layer_met2.png
Bar = 20 um.
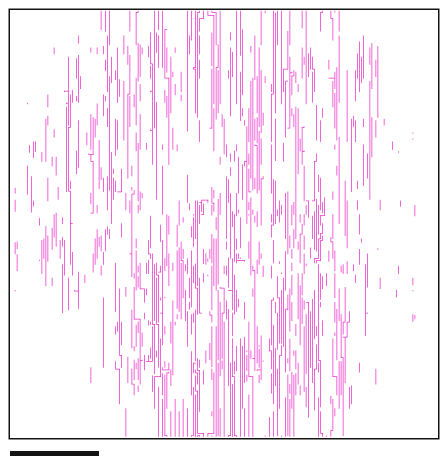
wires.png
Two of the layers only.
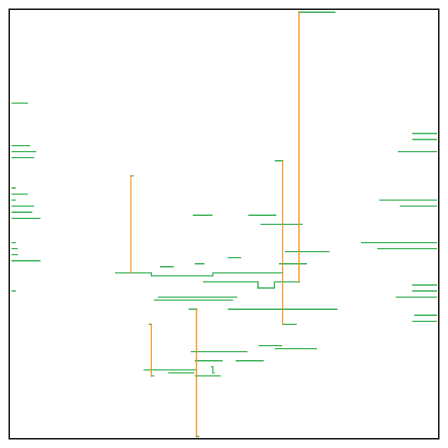
io_fan.png
Bar = 20 um.
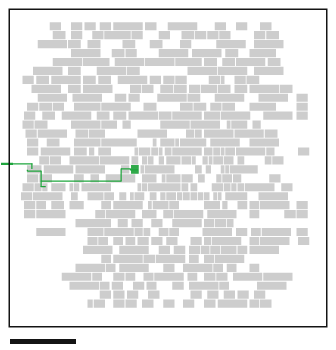
flops_by_reg.png
Other sequential cells in the stronger grey, the rest of the logic in the fainter grey.
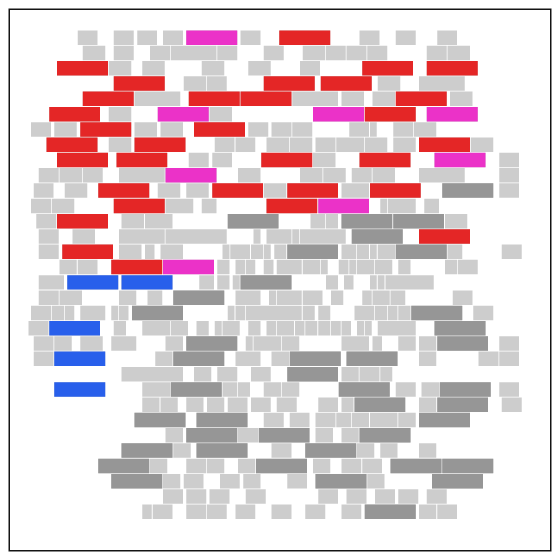
placement.png
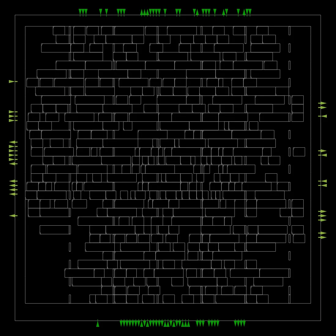
--- src/rtl/debug_unit_ctrl.sv ---
// Debug controller: loads a program over UART into instruction memory, then runs or single-steps
// the pipeline and reports the PC back. Single-step is compiled in only when DEBUG_STEP_EN is set.
module debug_unit_ctrl #(
    parameter int DATA_WIDTH      = 32,
    parameter int DATA_WIDTH_UART = 8,
    parameter int IMEM_ADDR_WIDTH = 5
) (
    input  logic                       i_clock,
    input  logic                       i_reset,
    input  logic                       i_rx_done,
    input  logic [DATA_WIDTH_UART-1:0] i_rx_data,
    input  logic                       i_tx_done,
    input  logic                       i_halt,
    input  logic [DATA_WIDTH-1:0]      i_pc,
    output logic                       o_tx_signal,
    output logic [DATA_WIDTH_UART-1:0] o_tx_result,
    output logic                       o_imem_we,
    output logic [IMEM_ADDR_WIDTH-1:0] o_imem_addr,
    output logic [DATA_WIDTH-1:0]      o_imem_data,
    output logic                       o_cpu_enable
);

    localparam int NUM_BYTES = DATA_WIDTH / DATA_WIDTH_UART;
    localparam int CNT_W     = (NUM_BYTES > 1) ? $clog2(NUM_BYTES) : 1;
    localparam logic [CNT_W-1:0]           LAST_BYTE = CNT_W'(NUM_BYTES - 1);
    localparam logic [IMEM_ADDR_WIDTH-1:0] LAST_ADDR = '1;

    typedef enum logic [2:0] {
        StLoad,
        StWrite,
        StWaitCmd,
        StRun,
`ifdef DEBUG_STEP_EN
        StStep,
`endif
        StSend,
        StDone
    } state_e;

    state_e                       state_q, state_d;
    logic [CNT_W-1:0]             byte_cnt_q, byte_cnt_d;
    logic [IMEM_ADDR_WIDTH-1:0]   addr_q, addr_d;
    logic [DATA_WIDTH-1:0]        word_q, word_d;
    logic [DATA_WIDTH-1:0]        pc_q, pc_d;
    logic                         finish_q, finish_d;
    logic                         tx_busy_q, tx_busy_d;
    logic                         tx_signal_q, tx_signal_d;
    logic [DATA_WIDTH_UART-1:0]   tx_result_q, tx_result_d;
    logic                         imem_we;
    logic                         cpu_enable;

    always_ff @(posedge i_clock or posedge i_reset) begin
        if (i_reset) begin
            state_q     <= StLoad;
            byte_cnt_q  <= '0;
            addr_q      <= '0;
            word_q      <= '0;
            pc_q        <= '0;
            finish_q    <= 1'b0;
            tx_busy_q   <= 1'b0;
            tx_signal_q <= 1'b0;
            tx_result_q <= '0;
        end else begin
            state_q     <= state_d;
            byte_cnt_q  <= byte_cnt_d;
            addr_q      <= addr_d;
            word_q      <= word_d;
            pc_q        <= pc_d;
            finish_q    <= finish_d;
            tx_busy_q   <= tx_busy_d;
            tx_signal_q <= tx_signal_d;
            tx_result_q <= tx_result_d;
        end
    end

    always_comb begin
        state_d     = state_q;
        byte_cnt_d  = byte_cnt_q;
        addr_d      = addr_q;
        word_d      = word_q;
        pc_d        = pc_q;
        finish_d    = finish_q;
        tx_busy_d   = tx_busy_q;
        tx_signal_d = 1'b0;
        tx_result_d = tx_result_q;
        imem_we     = 1'b0;
        cpu_enable  = 1'b0;

        unique case (state_q)
            StLoad: begin
                if (i_rx_done) begin
                    word_d[byte_cnt_q*DATA_WIDTH_UART +: DATA_WIDTH_UART] = i_rx_data;
                    if (byte_cnt_q == LAST_BYTE) begin
                        byte_cnt_d = '0;
                        state_d    = StWrite;
                    end else begin
                        byte_cnt_d = byte_cnt_q + CNT_W'(1);
                    end
                end
            end
            StWrite: begin
                imem_we = 1'b1;
                if (word_q[DATA_WIDTH-1 -: 6] == 6'b111111 || addr_q == LAST_ADDR) begin
                    state_d = StWaitCmd;
                end else begin
                    addr_d  = addr_q + IMEM_ADDR_WIDTH'(1);
                    state_d = StLoad;
                    // A byte landing during the write strobe starts the next word.
                    if (i_rx_done) begin
                        word_d                        = '0;
                        word_d[DATA_WIDTH_UART-1:0]   = i_rx_data;
                        byte_cnt_d                    = CNT_W'(1);
                    end
                end
            end
            StWaitCmd: begin
                if (i_rx_done) begin
                    if (i_rx_data == '0) begin
                        state_d = StRun;
                    end
`ifdef DEBUG_STEP_EN
                    else if (i_rx_data == DATA_WIDTH_UART'(1)) begin
                        state_d = StStep;
                    end
`endif
                end
            end
            StRun: begin
                cpu_enable = 1'b1;
                if (i_halt) begin
                    state_d    = StSend;
                    pc_d       = i_pc;
                    finish_d   = 1'b1;
                    byte_cnt_d = '0;
                    tx_busy_d  = 1'b0;
                end
            end
`ifdef DEBUG_STEP_EN
            StStep: begin
                cpu_enable = 1'b1;
                state_d    = StSend;
                pc_d       = i_pc;
                finish_d   = i_halt;
                byte_cnt_d = '0;
                tx_busy_d  = 1'b0;
            end
`endif
            StSend: begin
                if (!tx_busy_q) begin
                    tx_signal_d = 1'b1;
                    tx_result_d = pc_q[byte_cnt_q*DATA_WIDTH_UART +: DATA_WIDTH_UART];
                    tx_busy_d   = 1'b1;
                end else if (i_tx_done) begin
                    tx_busy_d = 1'b0;
                    if (byte_cnt_q == LAST_BYTE) begin
                        byte_cnt_d = '0;
                        state_d    = finish_q ? StDone : StWaitCmd;
                    end else begin
                        byte_cnt_d = byte_cnt_q + CNT_W'(1);
                    end
                end
            end
            StDone: begin
            end
            default: begin
                state_d = StLoad;
            end
        endcase
    end

    assign o_tx_signal  = tx_signal_q;
    assign o_tx_result  = tx_result_q;
    assign o_imem_we    = imem_we;
    assign o_imem_addr  = addr_q;
    assign o_imem_data  = word_q;
    assign o_cpu_enable = cpu_enable;

endmodule

--- config.mk ---
export PLATFORM = sky130hd
export DESIGN_NAME = debug_unit_ctrl
export DESIGN_NICKNAME = d
export VERILOG_FILES = /design/src/rtl/debug_unit_ctrl.sv
export SDC_FILE = /design/constraint.sdc
export NUM_CORES = 1
export LEC_CHECK = 0
export CORE_MARGIN = 3
export CORE_UTILIZATION = 46
export CTS_BUF_LIST = sky130_fd_sc_hd__clkbuf_8
export DETAILED_ROUTE_END_ITERATION = 10
export PLACE_DENSITY = 0.78
export REMOVE_ABC_BUFFERS = 1
export SKIP_CTS_REPAIR_TIMING = 1
export SYNTH_ARGS = -nofsm -noshare
export SYNTH_HDL_FRONTEND = slang
export SYNTH_SLANG_ARGS = --single-unit
--- constraint.sdc ---
create_clock -name i_clock -period 3 [get_ports i_clock]
set_clock_uncertainty 0.1 [all_clocks]
set_input_delay 0.6 -clock i_clock [delete_from_list [all_inputs] [get_ports i_clock]]
set_output_delay 0.6 -clock i_clock [all_outputs]
set_load 0.05 [all_outputs]
==> results.txt <==
Total net switching power - 2.32 mW
Cell total in the yosys stat output - 264
Post-synthesis average cell area - 14.1 sq um
First-pass GRT wire length - 13700 um
Instance count along the most critical hold path - 1
Worst Min Path Start - pc_q[1]
Synth top cell by count - sky130_fd_sc_hd__dfrtp_1
Leading area contributor after synthesis - sky130_fd_sc_hd__dfrtp_1
Floorplan die width - 96.0 um
Normalized max-slew margin - 50.7%
Largest fanout of any net on the critical path - 13
Number of instances in the synthesized netlist - 264
Clock latency at the later pin of the worst-skew pair - 0.34 ns
Beginning of the critical path - state_q[1]
Die Span Y - 96.0 um
Number of buffers added by the clock tree synthesis step - 9
Sequential cell fraction of total power - 35.7%
Result of the run - finished clean
Most frequently placed logic cell in the final layout - sky130_fd_sc_hd__clkdlybuf4s50_1
Hold endpoint - pc_q[1]
Maximum number of pins on one net before global-route repair - 35
Worst min path class - reg2reg
Cell internal pwr - 3.19 mW
Measured slew at the worst slew-check pin - 0.737 ns
Fp util - 47.8%
Syn Std Cell Area - 0.00373 sq mm
Portion of the clock cycle consumed by the worst path in the final layout - 94.7%
Async set-reset flop share out of synthesis - 100%
Post-layout worst setup margin - 0.159 ns
Clock tree from TritonCTS - built
Crit path kind - reg2out
Synth top area cells - sky130_fd_sc_hd__dfrtp_1, sky130_fd_sc_hd__mux2_2, sky130_fd_sc_hd__a22o_1
Count of flip-flops with a built-in enable after synthesis - 0
Startpoint class of the critical path - register
Length of the first detailed-routing pass in iterations - 4
Total power per unit cell area - 1100 mW/mm^2
Worst voltage drop across the vdd grid - 0.665 mV
Comb power - 2.67 mW
Antenna violations before repair - 0
About layer_met2.png:
The layer carries 4310 um of wire. The longest straight run is 29.6 um. The layer holds 51% of the routed length. The wires run mostly vertical. 382 nets have wire on it.
via total after detailed routing: 2636
total wire length after detailed routing: 8440 um
global routing met2 resource utilization: 31.5%

About wires.png:
Green marks metal 3, wire length 389 um. Orange marks metal 4, wire length 159 um.
wire per inst: 18.0 um
global-route usage over all layers: 19.5%

About io_fan.png:
Green marks o_imem_we, bits 1, direction output, edge left, end cells 1, buffers 1, wire 51.9 um.
total I/O pin count: 93
count of buffers inserted at the top-level ports: 92

About flops_by_reg.png:
Red marks pc_q, flops 32. Magenta marks o_tx_result, flops 8. Blue marks o_imem_addr, flops 5, where left middle.
register cell area after layout: 0.00213 sq mm
seq pwr: 1.97 mW

About placement.png:
Placement Rows: 32
non-filler cells in the finished layout: 468
number of sequential cells: 85
area of the core: 0.00781 sq mm
Filler Cell Count: 599

-- metrics by stage --
step / instance area [sq um] / hold WS, ns / utilization [%] / power [mW]
after floorplan: 3670 / 0.330 / - / 3.73
after global routing: 4990 / 0.418 / 63.9 / 5.79
after CTS: 4980 / 0.408 / 63.8 / 5.54
after global placement: 4770 / 0.362 / 61.1 / 4.60
after detailed placement: 4770 / 0.371 / 61.1 / 4.67
final: 4990 / 0.407 / 63.9 / 5.51
-- cell families after synthesis --
| kind of cell | Yosys count | synth area share [%] |
|---|---|---|
| fa+ha+maj | 7 | 2.35 |
| xor+xnor | 3 | 0.705 |
| mux | 51 | 17.8 |
| compound gates | 53 | 11.7 |
| buf+inv | 19 | 2.38 |
| simple gates | 46 | 8.05 |
| flops | 85 | 57.0 |
-- layer usage --
layer | track usage [%] | share of wire (%) | up-vias
li1 | - | - | 1188
met1 | 26.7 | 42 | 1354
met2 | 31.5 | 51 | 83
met3 | 2.81 | 4.6 | 11
met4 | 7.70 | 1.9 | 0
met5 | 0 | 0 | -
-- critical path: stages (launching register included) --
cell	delay (ns)
sky130_fd_sc_hd__dfrtp_1	0.67
sky130_fd_sc_hd__and3b_1	0.31
sky130_fd_sc_hd__clkdlybuf4s50_1	0.83
-- flip-flops by register name (all words and copies together), names as in the netlist --
signal,count
o_imem_data,32
pc_q,32
o_tx_result,8
o_imem_addr,5
state_q,3
byte_cnt_q,2
finish_q,1
o_tx_signal,1
tx_busy_q,1
-- layout make-up --
class                   instances  area [sq um]  share of cell area (%)
repair buffers                 99           976                    19.6
flip-flops and latches         85          2130                    42.7
clock buffers                  10           138                    2.76
clock inverters                 5          76.3                    1.53
well taps                     102           128                    2.56
inverters                       7          27.5                   0.552
multi-input cells             160          1510                    30.4
No activity file was given, so power comes from the tool's default toggle rates.
